`src/rtl/demux_3_route_pkg.sv`:
```
// Shared definitions for the 3-way routing demux.
//   DATA_W / CNT_W  : routed word width and delivery counter width
//   sel_t           : in_select encodings (three channels plus one invalid code)
//   slot_state_t    : single-entry slot occupancy
//   sat_inc()       : saturating counter increment
package demux_3_route_pkg;

  localparam int DATA_W = 24;
  localparam int CNT_W  = 8;

  typedef enum logic [1:0] {
    SEL_CH0 = 2'b00,
    SEL_CH1 = 2'b01,
    SEL_CH2 = 2'b10,
    SEL_BAD = 2'b11
  } sel_t;

  typedef enum logic {
    EMPTY = 1'b0,
    FULL  = 1'b1
  } slot_state_t;

  localparam logic [CNT_W-1:0] CNT_MAX = '1;

  function automatic logic [CNT_W-1:0] sat_inc(input logic [CNT_W-1:0] v);
    return (v == CNT_MAX) ? v : v + 1'b1;
  endfunction

endpackage

```
`src/rtl/demux_3_route_if.sv`:
```
// Handshake bundle for demux_3_route.
// Handshake rule (both sides): a word moves on a rising clk edge exactly when
// valid and ready are both 1 in that cycle. ready never depends on valid, and a
// holder keeps its data stable while valid=1 and ready=0.
//   in_valid/in_ready/in_data/in_select : source side
//   out_valid[k]/out_ready[k]/out_data_k : destination k side
// Modports: master = environment (source + destinations), slave = the demux.
interface demux_3_route_if;
  import demux_3_route_pkg::*;

  logic              in_valid;
  logic              in_ready;
  logic [DATA_W-1:0] in_data;
  logic [1:0]        in_select;
  logic [2:0]        out_valid;
  logic [2:0]        out_ready;
  logic [DATA_W-1:0] out_data_0;
  logic [DATA_W-1:0] out_data_1;
  logic [DATA_W-1:0] out_data_2;

  modport master (
    output in_valid, in_data, in_select, out_ready,
    input  in_ready, out_valid, out_data_0, out_data_1, out_data_2
  );

  modport slave (
    input  in_valid, in_data, in_select, out_ready,
    output in_ready, out_valid, out_data_0, out_data_1, out_data_2
  );

endinterface

```
`src/rtl/demux_3_route_slot.sv`:
```
// route_slot: one single-entry output buffer with a saturating delivery counter.
//   clk, rst : clock, asynchronous active-high reset
//   clear    : synchronous counter clear (held word is kept)
//   load     : a word is being taken into this slot this cycle
//   ready    : destination accepts the held word this cycle
//   din      : word to load
//   space    : slot can accept a word this cycle (empty, or draining)
//   valid    : slot holds a word
//   dout     : held word (keeps last value when empty)
//   cnt      : words delivered, saturating
//   state    : slot occupancy, exposed for observation
module route_slot
  import demux_3_route_pkg::*;
(
  input  logic              clk,
  input  logic              rst,
  input  logic              clear,
  input  logic              load,
  input  logic              ready,
  input  logic [DATA_W-1:0] din,
  output logic              space,
  output logic              valid,
  output logic [DATA_W-1:0] dout,
  output logic [CNT_W-1:0]  cnt,
  output slot_state_t       state
);

  logic pop;

  assign valid = (state == FULL);
  assign pop   = valid & ready;
  // A full slot being drained this cycle can take a new word at the same edge.
  assign space = (state == EMPTY) | ready;

  always_ff @(posedge clk or posedge rst) begin
    if (rst) begin
      state <= EMPTY;
      dout  <= '0;
      cnt   <= '0;
    end else begin
      if (clear) begin
        cnt <= '0;
      end else if (pop) begin
        cnt <= sat_inc(cnt);
      end

      // load is only asserted by the parent when space=1, so load while FULL
      // always coincides with a pop: replace the word and stay FULL.
      unique case (state)
        EMPTY: begin
          if (load) begin
            dout  <= din;
            state <= FULL;
          end
        end
        FULL: begin
          if (load) begin
            dout <= din;
          end else if (pop) begin
            state <= EMPTY;
          end
        end
        default: state <= EMPTY;
      endcase
    end
  end

endmodule

```
`src/rtl/demux_3_route.sv`:
```
// demux_3_route: routes each accepted input word to one of three single-entry
// output slots selected by in_select; the invalid select code drops the word,
// counts it and raises a sticky error flag.
//   clk, rst   : clock, asynchronous active-high reset
//   clear      : synchronous clear of all counters and sel_err
//   bus        : handshake bundle (slave side)
//   cnt_0..2   : words delivered per channel (saturating)
//   drop_cnt   : words accepted with the invalid select (saturating)
//   sel_err    : sticky invalid-select flag
//   slot_state : occupancy of slots 2..0 (1 = FULL), for observation
module demux_3_route
  import demux_3_route_pkg::*;
(
  input  logic              clk,
  input  logic              rst,
  input  logic              clear,
  demux_3_route_if.slave    bus,
  output logic [CNT_W-1:0]  cnt_0,
  output logic [CNT_W-1:0]  cnt_1,
  output logic [CNT_W-1:0]  cnt_2,
  output logic [CNT_W-1:0]  drop_cnt,
  output logic              sel_err,
  output logic [2:0]        slot_state
);

  logic [2:0]  space;
  logic [2:0]  load;
  logic        take;
  logic        drop;
  slot_state_t st_0, st_1, st_2;

  // in_ready depends only on select and slot/destination status, never on
  // in_valid. Slots are forced EMPTY by reset, the rst term just makes the
  // reset-time value explicit.
  always_comb begin
    bus.in_ready = 1'b1;
    unique case (bus.in_select)
      SEL_CH0: bus.in_ready = space[0];
      SEL_CH1: bus.in_ready = space[1];
      SEL_CH2: bus.in_ready = space[2];
      SEL_BAD: bus.in_ready = 1'b1;
      default: bus.in_ready = 1'b1;
    endcase
    bus.in_ready = bus.in_ready | rst;
  end

  assign take    = bus.in_valid & bus.in_ready;
  assign load[0] = take & (bus.in_select == SEL_CH0);
  assign load[1] = take & (bus.in_select == SEL_CH1);
  assign load[2] = take & (bus.in_select == SEL_CH2);
  assign drop    = take & (bus.in_select == SEL_BAD);

  route_slot u_slot_0 (
    .clk(clk), .rst(rst), .clear(clear), .load(load[0]), .ready(bus.out_ready[0]),
    .din(bus.in_data), .space(space[0]), .valid(bus.out_valid[0]),
    .dout(bus.out_data_0), .cnt(cnt_0), .state(st_0)
  );

  route_slot u_slot_1 (
    .clk(clk), .rst(rst), .clear(clear), .load(load[1]), .ready(bus.out_ready[1]),
    .din(bus.in_data), .space(space[1]), .valid(bus.out_valid[1]),
    .dout(bus.out_data_1), .cnt(cnt_1), .state(st_1)
  );

  route_slot u_slot_2 (
    .clk(clk), .rst(rst), .clear(clear), .load(load[2]), .ready(bus.out_ready[2]),
    .din(bus.in_data), .space(space[2]), .valid(bus.out_valid[2]),
    .dout(bus.out_data_2), .cnt(cnt_2), .state(st_2)
  );

  assign slot_state = {st_2 == FULL, st_1 == FULL, st_0 == FULL};

  // clear wins over a coincident invalid take.
  always_ff @(posedge clk or posedge rst) begin
    if (rst) begin
      drop_cnt <= '0;
      sel_err  <= 1'b0;
    end else if (clear) begin
      drop_cnt <= '0;
      sel_err  <= 1'b0;
    end else if (drop) begin
      drop_cnt <= sat_inc(drop_cnt);
      sel_err  <= 1'b1;
    end
  end

endmodule

```
`src/flat_wrapper.sv`:
```
// flat-port wrapper written by rule: the top's interface ports become plain ports
module demux_3_route_flat import demux_3_route_pkg::*;
  (clk, rst, clear, cnt_0, cnt_1, cnt_2, drop_cnt, sel_err, slot_state, bus_in_valid, bus_in_data, bus_in_select, bus_out_ready, bus_in_ready, bus_out_valid, bus_out_data_0, bus_out_data_1, bus_out_data_2);
  demux_3_route_if bus_i ();
  input  logic clk;
  input  logic rst;
  input  logic clear;
  output logic [CNT_W-1:0] cnt_0;
  output logic [CNT_W-1:0] cnt_1;
  output logic [CNT_W-1:0] cnt_2;
  output logic [CNT_W-1:0] drop_cnt;
  output logic sel_err;
  output logic [2:0] slot_state;
  input wire logic [$bits(bus_i.in_valid)-1:0] bus_in_valid;
  input wire logic [$bits(bus_i.in_data)-1:0] bus_in_data;
  input wire logic [$bits(bus_i.in_select)-1:0] bus_in_select;
  input wire logic [$bits(bus_i.out_ready)-1:0] bus_out_ready;
  output wire logic [$bits(bus_i.in_ready)-1:0] bus_in_ready;
  output wire logic [$bits(bus_i.out_valid)-1:0] bus_out_valid;
  output wire logic [$bits(bus_i.out_data_0)-1:0] bus_out_data_0;
  output wire logic [$bits(bus_i.out_data_1)-1:0] bus_out_data_1;
  output wire logic [$bits(bus_i.out_data_2)-1:0] bus_out_data_2;
  assign bus_i.in_valid = bus_in_valid;
  assign bus_i.in_data = bus_in_data;
  assign bus_i.in_select = bus_in_select;
  assign bus_i.out_ready = bus_out_ready;
  assign bus_in_ready = bus_i.in_ready;
  assign bus_out_valid = bus_i.out_valid;
  assign bus_out_data_0 = bus_i.out_data_0;
  assign bus_out_data_1 = bus_i.out_data_1;
  assign bus_out_data_2 = bus_i.out_data_2;
  demux_3_route u_core (.clk(clk), .rst(rst), .clear(clear), .bus(bus_i), .cnt_0(cnt_0), .cnt_1(cnt_1), .cnt_2(cnt_2), .drop_cnt(drop_cnt), .sel_err(sel_err), .slot_state(slot_state));
endmodule
```
`config.mk`:
```
export PLATFORM = sky130hd
export DESIGN_NAME = demux_3_route_flat
export DESIGN_NICKNAME = d
export VERILOG_FILES = /design/src/rtl/demux_3_route_pkg.sv /design/src/rtl/demux_3_route_if.sv /design/src/rtl/demux_3_route_slot.sv /design/src/rtl/demux_3_route.sv /design/src/flat_wrapper.sv
export SDC_FILE = /design/constraint.sdc
export NUM_CORES = 1
export LEC_CHECK = 0
export CAP_MARGIN = 20
export CORE_ASPECT_RATIO = 1.25
export CORE_MARGIN = 2
export CORE_UTILIZATION = 42
export CTS_CLUSTER_SIZE = 40
export DETAILED_ROUTE_END_ITERATION = 8
export GPL_TIMING_DRIVEN = 0
export PLACE_DENSITY = 0.76
export SLEW_MARGIN = 30
export SYNTH_ARGS = -nofsm -noshare
export SYNTH_HDL_FRONTEND = slang
export SYNTH_SLANG_ARGS = --single-unit
```
`constraint.sdc`:
```
create_clock -name clk -period 4.2 [get_ports clk]
set_clock_uncertainty 0.15 [all_clocks]
set_input_delay 1.05 -clock clk [delete_from_list [all_inputs] [get_ports clk]]
set_output_delay 1.05 -clock clk [all_outputs]
set_load 0.02 [all_outputs]
```
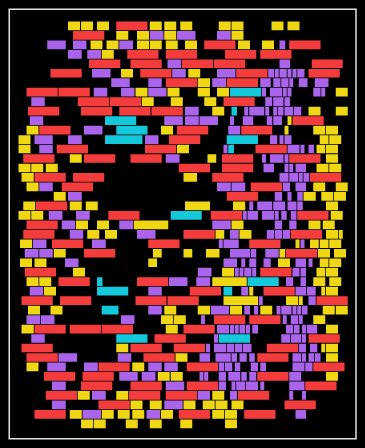
cell_classes.png
class	color	cells	share of their area
clock drivers and dummy loads	cyan	15	4.4%
all other logic	purple	238	29%
other buffers and delay cells	yellow	168	25%
flip-flops	red	108	41%

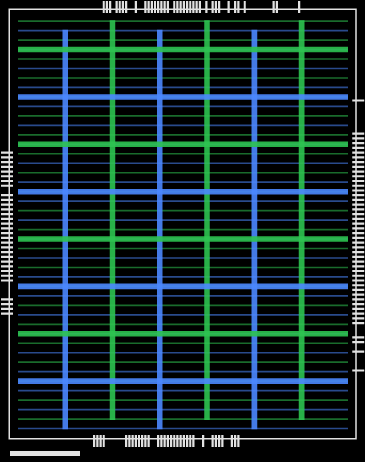
pdn.png
Bar = 20 microns. Pins as bars on the die edge.
net	color
VDD	green
VSS	blue
met5 straps	8
signal pins	145

==> metrics.json <==
{
  "clkSinkCount": {"value": 108},
  "remaining_global_route_overflow": {"value": 0},
  "p_seq_share": {"value": 43.8, "unit": "%"},
  "combPwrFrac": {"value": 27.2, "unit": "%"},
  "fin_total_pwr": {"value": 2.91, "unit": "mW"},
  "clkbuf_count": {"value": 10},
  "synth.cellmix.compoundShare": {"value": 5.90, "unit": "%"},
  "power.group.top": {"value": "sequential cells"},
  "max_slew.worst_pin.slew": {"value": 0.556, "unit": "ns"},
  "detailedPlace.worstSlack": {"value": -0.243, "unit": "ns"},
  "fp_util": {"value": 42.8, "unit": "%"},
  "globalplace.congestion": {"value": 0.869},
  "layout.buffer.nonclock.area_share": {"value": 24.7, "unit": "%"},
  "dp_cells": {"value": 648},
  "min_from": {"value": "u_core.u_slot_2.dout[10]"},
  "timing.fmax": {"value": 247, "unit": "MHz"},
  "cts_tree": {"value": "yes"},
  "holdPathEnd": {"value": "u_core.u_slot_2.dout[10]"},
  "finalHoldViolCount": {"value": 0},
  "clk_pin_slew_worst_paths": {"value": 0.07, "unit": "ns"},
  "cts_htree_levels": {"value": 3},
  "detail_route.wirelength": {"value": 11400, "unit": "microns"},
  "top_level_ports": {"value": 145},
  "clock_path_buffers": {"value": 2},
  "finished_cell_area": {"value": 0.00674, "unit": "sq mm"},
  "simple_logic_cell_fraction_of_the_synthesized_area": {"value": 10.8, "unit": "%"},
  "post-route-util": {"value": 60.8, "unit": "%"},
  "min_cycle_time_layout": {"value": 4.05, "unit": "ns"},
  "numPortBuffers": {"value": 142},
  "antenna_found_initial": {"value": 0},
  "ys_async_sr_fraction": {"value": 100, "unit": "%"},
  "netlist.area_leader.share": {"value": 56.9, "unit": "%"},
  "critical_path_start_type": {"value": "input port"},
  "ys_dominant_reg_cell": {"value": "dfrtp_1"},
  "core.rowCount": {"value": 43},
  "first_pass_iters": {"value": 4},
  "routed-via-count": {"value": 3545},
  "critPathMaxStageDelay": {"value": 0.54, "unit": "ns"},
  "synthDistinctLibCells": {"value": 42},
  "edf_count": {"value": 0},
  "grt_use_met2": {"value": 33.2, "unit": "%"},
  "sequential_cell_area": {"value": 0.00270, "unit": "sq mm"},
  "post_cts_resize_count": {"value": 0},
  "synth.cell_area": {"value": 0.00475, "unit": "sq mm"},
  "post_synth.cell_area_avg": {"value": 12.9, "unit": "sq um"},
  "largest_cell_class": {"value": "flip-flops and latches"},
  "via_count_of_the_first_global_routing_pass": {"value": 3620},
  "total_switching_power": {"value": 0.819, "unit": "mW"},
  "power_frac_clock": {"value": 29.0, "unit": "%"},
  "diodes": {"value": 0},
  "design.core.area": {"value": 0.0111, "unit": "sq mm"},
  "routed_via_density": {"value": 5.34},
  "grt_start_max_net_pins": {"value": 27},
  "layout_top_cell": {"value": "clkdlybuf4s50_1"},
  "yosys-dominant-comb-family": {"value": "multiplexers"},
  "parity_gate_share_of_the_synthesized_area_counting_xor_and_xnor_cells": {"value": 1.29, "unit": "%"},
  "stdcell_count": {"value": 664},
  "drt_iter0_drc": {"value": 117},
  "unrepaired_setup_endpoints_after_global_routing": {"value": "no"},
  "place_hpwl": {"value": 8440, "unit": "microns"},
  "powerComb": {"value": 0.792, "unit": "mW"},
  "timing.critical_path.fanout_max": {"value": 5},
  "power.leakage": {"value": 2.89, "unit": "nW"},
  "setup_slack": {"value": 0.148, "unit": "ns"},
  "area_leaders": {"value": "dfrtp_1, mux2_2, mux2_4, nor2_1, buf_4"},
  "hold_class": {"value": "flop to flop"},
  "endpoint_kind": {"value": "primary output"},
  "synth_top_cell_by_area": {"value": "dfrtp_1"},
  "logic_gates": {"value": 233},
  "critical_path.reg2reg.endpoint": {"value": "u_core.u_slot_2.cnt[7]"},
  "length_in_cells_of_the_worst_reg_to_reg_path": {"value": 6},
  "ys_chip_area": {"value": 0.00475, "unit": "sq mm"},
  "setup.reg_to_reg.worst_slack": {"value": 2.22, "unit": "ns"},
  "tap_cells": {"value": 135},
  "finalClockPeriodUsage": {"value": 96.5, "unit": "%"},
  "cp_slowest_cell": {"value": "clkdlybuf4s50_1"},
  "yosys_warnings": {"value": 0},
  "share_of_the_final_layout_cell_area_in_sequential_cells": {"value": 40.1, "unit": "%"},
  "final-comb-area": {"value": 0.00189, "unit": "sq mm"},
  "cts_made_buffers": {"value": 9},
  "grt_usage": {"value": 19.0, "unit": "%"},
  "holdWs": {"value": 0.339, "unit": "ns"},
  "synthToLayoutAreaGrowth": {"value": 42.0, "unit": "%"},
  "outcome": {"value": "completed"},
  "worst_path_most_repeated_cell": {"value": "clkdlybuf4s50_1"},
  "die_width": {"value": 99.1, "unit": "microns"}
}
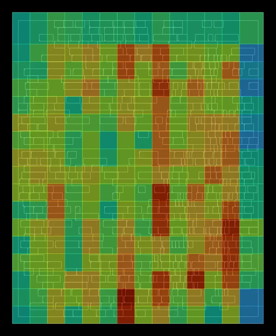
final_congestion.png
global routing's busiest layer: met2
met1 global-route usage: 22.3%
global-route track usage on met3: 5.58%

## repair_timing
item	in CTS	in global routing
setup endpoints to repair	1	0
setup buffers	1	0
hold buffers	0	0
## how the worst max path moves through the flow
stage                      from           end  slack (ns)
6_report       bus_out_ready[0]  bus_in_ready        0.15
5_1_grt        bus_out_ready[0]  bus_in_ready        0.06
4_1_cts        bus_out_ready[0]  bus_in_ready        0.14
3_5_place_dp                rst  bus_in_ready       -0.24
3_3_place_gp                rst  bus_in_ready       -1.71
2_1_floorplan               rst  bus_in_ready       -0.10
## synthesized netlist by cell type (2+ instances only)
| cell | instances |
|---|---|
| inv_1 | 5 |
| o211a_1 | 2 |
| o21ai_0 | 2 |
| nor3_1 | 8 |
| a21oi_1 | 5 |
| xnor2_1 | 3 |
| a41o_1 | 2 |
| ha_1 | 4 |
| and4_1 | 4 |
| mux2i_1 | 7 |
| and3_1 | 6 |
| nor2b_1 | 4 |
| a211oi_1 | 7 |
| buf_6 | 2 |
| buf_4 | 10 |
| nand2b_1 | 6 |
| mux2_4 | 20 |
| xor2_1 | 4 |
| nand2_1 | 19 |
| a31oi_1 | 10 |
| nor4_1 | 2 |
| clkbuf_1 | 8 |
| nand3_1 | 11 |
| dfrtp_1 | 108 |
| nand4_1 | 7 |
| nor2_1 | 30 |
| mux2_2 | 54 |
| o21bai_1 | 3 |
## critical path: cells and delay by family
kind | cells | cell delay (ns)
multiplexers | 1 | 0.29
buffers and inverters | 2 | 1.02
AND/OR/NAND/NOR | 2 | 0.33
AND-OR/OR-AND | 1 | 0.17
## metal layers
layer,vias to the layer above,routed length [microns],share of wire (%)
met5,-,0,0
met1,1778,4540,40
met3,11,822,7.2
met2,132,5910,52
li1,1624,-,-
met4,0,164,1.4
